**Run 1: drive-strength map**

(4 px per um)
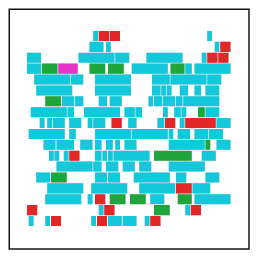
**Run 1: cells coloured by class**

(8 px per um)
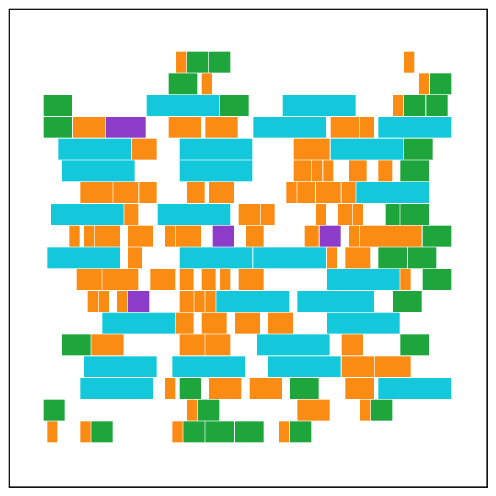
**Run 1: metal 3**

(6 px per um)
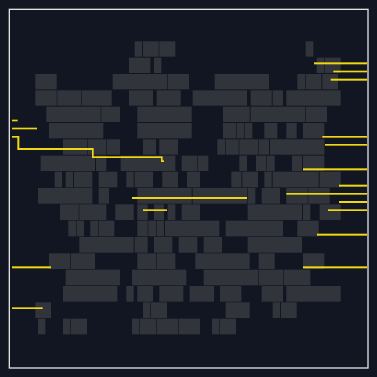
$ cat config.mk
export PLATFORM = sky130hd
export DESIGN_NAME = fir_seq_ctrl
export DESIGN_NICKNAME = d
export VERILOG_FILES = /design/src/rtl/fir_seq_ctrl.sv
export SDC_FILE = /design/constraint.sdc
export NUM_CORES = 1
export LEC_CHECK = 0
export CORE_MARGIN = 4
export CORE_UTILIZATION = 47
export DETAILED_ROUTE_END_ITERATION = 8
export GPL_TIMING_DRIVEN = 0
export PLACE_DENSITY = 0.79
export SYNTH_ARGS = -nofsm -noshare
export SYNTH_HDL_FRONTEND = slang
export SYNTH_SLANG_ARGS = --single-unit
$ cat constraint.sdc
create_clock -name clk -period 4.7 [get_ports clk]
set_input_delay 0.47 -clock clk [delete_from_list [all_inputs] [get_ports clk]]
set_output_delay 0.47 -clock clk [all_outputs]
set_load 0.02 [all_outputs]
$ cat src/rtl/fir_seq_ctrl.sv
// FIR sequencing controller: flush, paced fill/run strobes, output-valid gating and coefficient reload.
// The LOAD state and coefficient handshake exist only when FIR_SEQ_COEF_LOAD_EN is defined.
module fir_seq_ctrl #(
    parameter int NB_COEFF     = 8,
    parameter int N_TAPS       = 4,
    parameter int NB_DIV       = 8,
    parameter int FLUSH_CYCLES = 4
) (
    input  logic                      clk,
    input  logic                      i_rst_n,
    input  logic                      i_start,
    input  logic                      i_stop,
    input  logic [NB_DIV-1:0]         i_div,
    input  logic                      i_coef_valid,
    input  logic [NB_COEFF-1:0]       i_coef_data,
    output logic                      o_coef_ready,
    output logic                      o_coef_we,
    output logic [$clog2(N_TAPS)-1:0] o_coef_addr,
    output logic [NB_COEFF-1:0]       o_coef_data,
    output logic                      o_fir_srst,
    output logic                      o_fir_en,
    output logic                      o_os_valid,
    output logic [2:0]                o_state
);
    localparam int NB_TAP   = $clog2(N_TAPS);
    localparam int NB_FLUSH = (FLUSH_CYCLES > 1) ? $clog2(FLUSH_CYCLES) : 1;
    localparam logic [NB_TAP-1:0]   TAP_LAST   = NB_TAP'(N_TAPS - 1);
    localparam logic [NB_FLUSH-1:0] FLUSH_LAST = NB_FLUSH'(FLUSH_CYCLES - 1);

    typedef enum logic [2:0] {
        ST_IDLE  = 3'd0,
        ST_FLUSH = 3'd1,
        ST_FILL  = 3'd2,
        ST_RUN   = 3'd3,
        ST_LOAD  = 3'd4
    } state_t;

    state_t              r_state;
    state_t              w_state_nxt;
    logic [NB_FLUSH-1:0] r_flush_cnt;
    logic [NB_FLUSH-1:0] w_flush_cnt_nxt;
    logic [NB_DIV-1:0]   r_div_q;
    logic [NB_DIV-1:0]   r_div_cnt;
    logic [NB_DIV-1:0]   w_div_cnt_nxt;
    logic [NB_TAP-1:0]   r_fill_cnt;
    logic [NB_TAP-1:0]   w_fill_cnt_nxt;
    logic                r_fir_srst;
    logic                r_fir_en;
    logic                w_fir_en_nxt;
    logic                r_os_valid;
    logic                w_os_valid_nxt;
    logic                w_flush_exit;
    logic                w_coef_req;
    logic                w_load_done;

    // Request priority is stop, then coefficient reload, then start.
    // NOTE: every combinational output gets a default first so no path can infer a latch.
    always_comb begin
        w_state_nxt = r_state;
        case (r_state)
            ST_IDLE: begin
                if (i_stop)          w_state_nxt = ST_IDLE;
                else if (w_coef_req) w_state_nxt = ST_LOAD;
                else if (i_start)    w_state_nxt = ST_FLUSH;
            end
            ST_FLUSH: begin
                if (i_stop)                          w_state_nxt = ST_IDLE;
                else if (r_flush_cnt == FLUSH_LAST)  w_state_nxt = ST_FILL;
            end
            ST_FILL: begin
                if (i_stop)                    w_state_nxt = ST_IDLE;
                else if (r_fill_cnt == TAP_LAST) w_state_nxt = ST_RUN;
            end
            ST_RUN: begin
                if (i_stop)          w_state_nxt = ST_IDLE;
                else if (w_coef_req) w_state_nxt = ST_LOAD;
            end
            ST_LOAD: begin
                if (i_stop)           w_state_nxt = ST_IDLE;
                else if (w_load_done) w_state_nxt = ST_FLUSH;
            end
            default: w_state_nxt = ST_IDLE;
        endcase
    end

    assign w_flush_exit = (r_state == ST_FLUSH) && (w_state_nxt == ST_FILL);

    // The divider counts clocks since the last strobe; the first FILL cycle always strobes.
    always_comb begin
        w_fir_en_nxt  = 1'b0;
        w_div_cnt_nxt = '0;
        if (w_flush_exit) begin
            w_fir_en_nxt = 1'b1;
        end else if (w_state_nxt == ST_FILL || w_state_nxt == ST_RUN) begin
            if (r_div_cnt == r_div_q) w_fir_en_nxt  = 1'b1;
            else                      w_div_cnt_nxt = r_div_cnt + NB_DIV'(1);
        end
    end

    always_comb begin
        w_flush_cnt_nxt = '0;
        w_fill_cnt_nxt  = '0;
        if (r_state == ST_FLUSH && w_state_nxt == ST_FLUSH)
            w_flush_cnt_nxt = r_flush_cnt + NB_FLUSH'(1);
        if (w_state_nxt == ST_FILL)
            w_fill_cnt_nxt = r_fill_cnt + NB_TAP'(w_fir_en_nxt);
    end

    // A RUN strobe yields a valid sample next clock unless the same edge returns to IDLE.
    assign w_os_valid_nxt = r_fir_en && (r_state == ST_RUN) && (w_state_nxt != ST_IDLE);

    // NOTE: sequential state uses non-blocking assignments so every register samples pre-edge values.
    always_ff @(posedge clk or negedge i_rst_n) begin
        if (!i_rst_n) begin
            r_state     <= ST_IDLE;
            r_flush_cnt <= '0;
            r_div_q     <= '0;
            r_div_cnt   <= '0;
            r_fill_cnt  <= '0;
            r_fir_srst  <= 1'b1;
            r_fir_en    <= 1'b0;
            r_os_valid  <= 1'b0;
        end else begin
            r_state     <= w_state_nxt;
            r_flush_cnt <= w_flush_cnt_nxt;
            r_div_cnt   <= w_div_cnt_nxt;
            r_fill_cnt  <= w_fill_cnt_nxt;
            r_fir_srst  <= (w_state_nxt == ST_IDLE) || (w_state_nxt == ST_FLUSH);
            r_fir_en    <= w_fir_en_nxt;
            r_os_valid  <= w_os_valid_nxt;
            if (w_flush_exit)
                r_div_q <= i_div;
        end
    end

    assign o_fir_srst = r_fir_srst;
    assign o_fir_en   = r_fir_en;
    assign o_os_valid = r_os_valid;
    assign o_state    = r_state;

`ifdef FIR_SEQ_COEF_LOAD_EN
    logic                r_coef_ready;
    logic                r_coef_we;
    logic [NB_TAP-1:0]   r_coef_addr;
    logic [NB_COEFF-1:0] r_coef_data;
    logic [NB_TAP-1:0]   r_tap_cnt;
    logic                w_coef_acc;

    assign w_coef_req  = i_coef_valid;
    assign w_coef_acc  = (r_state == ST_LOAD) && r_coef_ready && i_coef_valid;
    assign w_load_done = w_coef_acc && (r_tap_cnt == TAP_LAST);

    // Ready follows the next state, so it drops on the edge that accepts the last word.
    always_ff @(posedge clk or negedge i_rst_n) begin
        if (!i_rst_n) begin
            r_coef_ready <= 1'b0;
            r_coef_we    <= 1'b0;
            r_coef_addr  <= '0;
            r_coef_data  <= '0;
            r_tap_cnt    <= '0;
        end else begin
            r_coef_ready <= (w_state_nxt == ST_LOAD);
            r_coef_we    <= w_coef_acc;
            if (w_coef_acc) begin
                r_coef_addr <= r_tap_cnt;
                r_coef_data <= i_coef_data;
            end
            if (w_state_nxt != ST_LOAD)
                r_tap_cnt <= '0;
            else if (w_coef_acc)
                r_tap_cnt <= r_tap_cnt + NB_TAP'(1);
        end
    end

    assign o_coef_ready = r_coef_ready;
    assign o_coef_we    = r_coef_we;
    assign o_coef_addr  = r_coef_addr;
    assign o_coef_data  = r_coef_data;
`else
    logic w_unused_coef;

    assign w_coef_req    = 1'b0;
    assign w_load_done   = 1'b0;
    assign w_unused_coef = ^{i_coef_valid, i_coef_data};
    assign o_coef_ready  = 1'b0;
    assign o_coef_we     = 1'b0;
    assign o_coef_addr   = '0;
    assign o_coef_data   = '0;
`endif

endmodule
==> impl_metrics.json, run 1 <==
{
  "fin_crit_ns": 1.938,
  "p_sw_frac": 0.2311,
  "vias": 807,
  "largest_class": "sequential cells",
  "leakage_nw": 0.8247,
  "edf_count": 0,
  "tightest_slew_ns": 1.119,
  "crit_path_end": "o_state[0]",
  "crit_buf_inv": 1,
  "comb-power_mw": 0.0407,
  "initCoreUtil": 0.4995,
  "p_sw_mw": 0.08842,
  "min_period_over_period": 0.4123,
  "required_ns": 4.23,
  "yosys_area_um2": 1249,
  "drt_wl_total_mm": 2.036,
  "worstSetupPathType": "reg -> out",
  "synthArstFlopShare": 1.000,
  "final-comb-area_um2": 535.5,
  "setup_tns_ns": 0,
  "synthXorXnorAreaFrac": 0.1052,
  "pg_seq_mw": 0.229,
  "inv_count": 2,
  "antenna_found_initial": 0,
  "drtPass1Iterations": 4,
  "layout_top_cells": "25 x dfrtp_1, 17 x clkdlybuf4s50_1, 14 x xor2_1",
  "tapCellCount": 30,
  "p_per_area_nw_per_um2": 249.4,
  "syn_avg_cell_area_um2": 11.56,
  "n_antenna_cell": 0,
  "cpPeakStageDelay_ns": 0.65,
  "r2r_end": "r_fill_cnt[1]",
  "cts_setup_buffers": 0,
  "gp_congestion": 0.7778,
  "power-top-group": "registers",
  "fmax_mhz": 516.0,
  "postCtsHoldBufs": 0,
  "critical_path_arrival_ns": 1.47,
  "status": "complete, no violations",
  "ys_warn_count": 0,
  "fillers": 211,
  "use_met3": 0.04139,
  "vias_per_cell": 4.747,
  "synthAoiAreaFrac": 0.02705,
  "track_usage": 0.1252,
  "reg2reg_from": "r_flush_cnt[0]",
  "ff2ff_path_depth": 8,
  "topCellsByArea": "dfrtp_1 50%, xor2_1 9.8%, buf_4 7.2%",
  "met3_length_um": 157,
  "design.seq.count": 26,
  "num_rows": 18,
  "io_buffers": 17,
  "regArea_um2": 651.9,
  "yosysSeqAreaShare": 0.5220,
  "root_buffer": "clkbuf_4",
  "grt_setup_unrepaired": "no",
  "grtUsageMet1": 0.1448,
  "simple_gate_share": 0.1583,
  "clockBufferDepth": 2,
  "clock_latency_ns": 0.33,
  "core_um2": 2500,
  "buf_share": 0.1729,
  "wl_met1_um": 843,
  "finalClockSkew_ns": 0.01570,
  "grt_pass1_vias": 826,
  "maxCapViolations": 0,
  "setup_viol": 0,
  "crit_chain": "clkdlybuf4s50_1",
  "holdPathStages": 1,
  "worstHoldPathType": "reg -> reg",
  "seq_share": 0.4250,
  "clkTransAtPathRegs_ns": 0.15,
  "met2WireLength_mm": 1.035,
  "path_delay_family": "buffers and inverters",
  "intPower_mw": 0.2942,
  "utilization": 0.6136,
  "hold_path_end": "r_flush_cnt[0]",
  "syn_area_um2": 1249,
  "ys_types": 27,
  "gr-total-overflow": 0,
  "clkSinkCount": 26,
  "nets": 165,
  "sh_comb_area": 0.3491,
  "sequentialPowerShare": 0.599,
  "grt.busiest_layer": "met2",
  "reg2reg_slack_ns": 2.92,
  "drive_above_1_share": 0.2214,
  "cp_num_cells": 1
}
Back to the opening pictures, 'drive-strength map':
Key: _6 and larger = magenta [cells 1, share 0.71%]; _3 and _4 cells = red [cells 17, share 12%]; _2 cells = green [cells 13, share 9.3%]; _0 and _1 cells = cyan [cells 109, share 78%]
design area: 1534 um^2
layout overhead on the synthesized area: 22.85%

Back to the opening pictures, 'cells coloured by class':
Key: combinational and other logic = orange [cells 80]; flops = cyan [cells 26]; clock drivers and dummy loads = purple [cells 4]; other buffers and delay cells = green [cells 30]

Back to the opening pictures, 'metal 3':
The longest straight run is 18.9 um. 19 nets have wire on it.

## run 1: stage by stage
stage               worst slack (ns)  hold slack (ns)  area (um^2)  power, mW  cells
global placement               2.569           0.4244         1498     0.2735    166
detailed placement             2.534           0.4357         1498     0.2744    166
finish                         2.762           0.4504         1534     0.3826    170
CTS                            2.756           0.4549         1534     0.3872    170
global route                   2.713           0.4819         1534     0.3978    170
floorplan                      3.063           0.1744         1290     0.2572    119
## run 1: synthesized netlist by cell type, types with 2 or more instances
cell type and n:
ha_1 3, o21ai_0 2, dfrtp_1 25, and3_1 4, nor4_1 2, nand2_1 5, xor2_1 14, nor2_1 10
buf_4 12, nand3_1 6, mux2_2 8, a21oi_1 2
**Run 1: wire density map**

(6 px per um) The die is cut into 12 by 12 equal tiles; dark purple is low, yellow is high, scaled to the fullest tile. Values are wire area over tile area, all layers added.
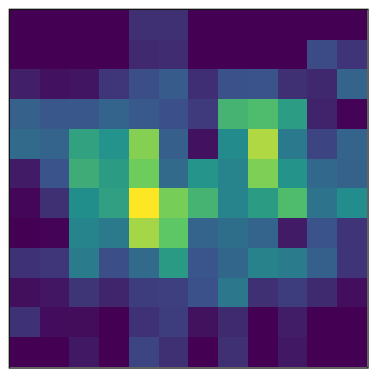

## Run 2: what changed since run 1
Settings changed: CORE_UTILIZATION 47 to 45, PLACE_DENSITY 0.79 to 0.76.
Clock period 4.7 ns to 2 ns, I/O delays scaled along.
**Run 2: wire density map**

(6 px per um) The die is cut into 12 by 12 equal tiles; dark purple is low, yellow is high, scaled to the fullest tile. Values are wire area over tile area, all layers added.
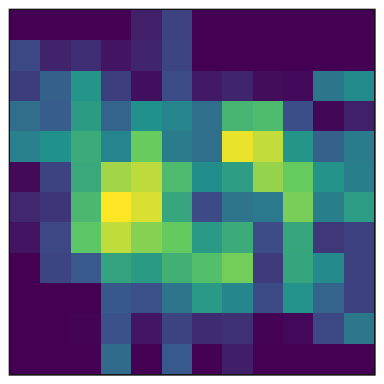
27% of the tiles are over half the peak. The mean over all tiles is 0.087. 24% of the tiles are nearly empty. The densest ninth of the die: centre. The fullest tile reaches 0.28.
vias: 787
total track usage: 0.1192
DRT Wirelength: 1.998 mm

**Run 2: drive-strength map**

(4 px per um)
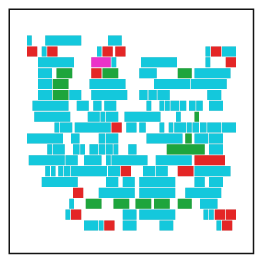
Signal buffers: 30
fin worst setup slack: 0.2183 ns

==> impl_metrics.json, run 2 <==
{
  "status": "complete, no violations",
  "area_growth_pct": 22.85,
  "crit_path_end": "r_fill_cnt[1]",
  "setup_viol": 0,
  "most_common_cell": "dfrtp_1",
  "ff_type": "dfrtp_1",
  "path_delay_family": "simple AND/OR/NAND/NOR gates",
  "gr-total-overflow": 0,
  "cpPeakStageDelay_ns": 0.38,
  "drtPass1Iterations": 4,
  "ys_types": 27,
  "clockBufferDepth": 2,
  "n_antenna_cell": 0,
  "grt_pass1_vias": 832,
  "cts_setup_buffers": 0,
  "finalClockSkew_ns": 0.003850,
  "final_cell_area_um2": 1534,
  "clk-power_mw": 0.256,
  "root_buffer": "clkbuf_4",
  "intPower_mw": 0.6910,
  "tightest_slew_ns": 1.119,
  "simple_gate_share": 0.1583,
  "comb-power_mw": 0.0959,
  "core_um2": 2567,
  "ff2ff_path_depth": 8,
  "dp_slack_ns": 0.1219,
  "num_rows": 18,
  "synthAoiAreaFrac": 0.02705,
  "fin_crit_ns": 1.782,
  "min_period_over_period": 0.8908,
  "vias_per_cell": 4.629,
  "synthXorXnorAreaFrac": 0.1052,
  "slew_headroom": 0.2514,
  "clkSinkCount": 26,
  "pg_seq_mw": 0.538,
  "finalPower_mw": 0.8906,
  "place_area_um2": 1498,
  "cp_num_cells": 8,
  "initCoreUtil": 0.4864,
  "clock_latency_ns": 0.31,
  "placed_cells": 166,
  "worstSetupPathType": "reg -> reg",
  "adder_share": 0.03006,
  "cts-resized-gates": 0,
  "sequentialPowerShare": 0.604,
  "clkTransAtPathRegs_ns": 0.13,
  "crit_chain": "ha_1 -> a21oi_1 -> nor3_1 -> nand3_1 -> nand2_1 -> ha_1 -> xor2_1 -> and3_1",
  "r2r_end": "r_fill_cnt[1]",
  "hold_violations": 0,
  "leakage_nw": 0.8247,
  "gp_congestion": 0.7983,
  "critical_path_arrival_ns": 2.04,
  "edf_count": 0,
  "synthArstFlopShare": 1.000,
  "postCtsHoldBufs": 0,
  "fmax_mhz": 561.3,
  "p_per_area_nw_per_um2": 580.6,
  "reg2reg_slack_ns": 0.22,
  "layout_top_cells": "25 x dfrtp_1, 17 x clkdlybuf4s50_1, 14 x xor2_1",
  "p_sw_frac": 0.2241,
  "syn_avg_cell_area_um2": 11.56,
  "hold_path_end": "r_flush_cnt[0]",
  "utilization": 0.5975,
  "yosys_area_um2": 1249,
  "antenna_found_initial": 0,
  "maxCapViolations": 0,
  "worstHoldPathType": "reg -> reg",
  "grt_setup_unrepaired": "no",
  "stdcell_count": 170,
  "ys_warn_count": 0,
  "required_ns": 2.26,
  "crit_buf_inv": 0,
  "setup_tns_ns": 0,
  "holdPathStages": 1,
  "cts_tree": "done",
  "yosysSeqAreaShare": 0.5220,
  "synth_top_area_share": 0.5010,
  "topCellsByArea": "dfrtp_1 50%, xor2_1 9.8%, buf_4 7.2%",
  "power-top-group": "registers",
  "hold_ws_ns": 0.4522,
  "io_buffers": 17,
  "synth.cells.most_frequent": "25 x dfrtp_1, 14 x xor2_1, 12 x buf_4, 10 x nor2_1, 8 x mux2_2"
}
==> run 2: cell counts in the layout (fill, tap and decap cells not counted) <==
No cell type changed its count.
==> run 2: final cells by class <==
class	count	area (um^2)
fillers	224	1033
well taps	30	37.54
inverters	2	7.507
flip-flops and latches	26	651.9
repair buffers	17	170.2
multi-input cells	78	535.5
plain buffers	13	95.09
clock buffers	4	36.28
==> run 2: per-layer routing <==
| layer | vias to the layer above | track usage | share of wire |
|---|---|---|---|
| li1 | 404 | - | - |
| met1 | 359 | 0.1299 | 0.43 |
| met2 | 22 | 0.2168 | 0.48 |
| met3 | 2 | 0.02766 | 0.073 |
| met4 | 0 | 0.05573 | 0.0070 |
| met5 | - | 0 | 0 |
Power figures rest on the tool's default switching activity, not on a simulated workload.
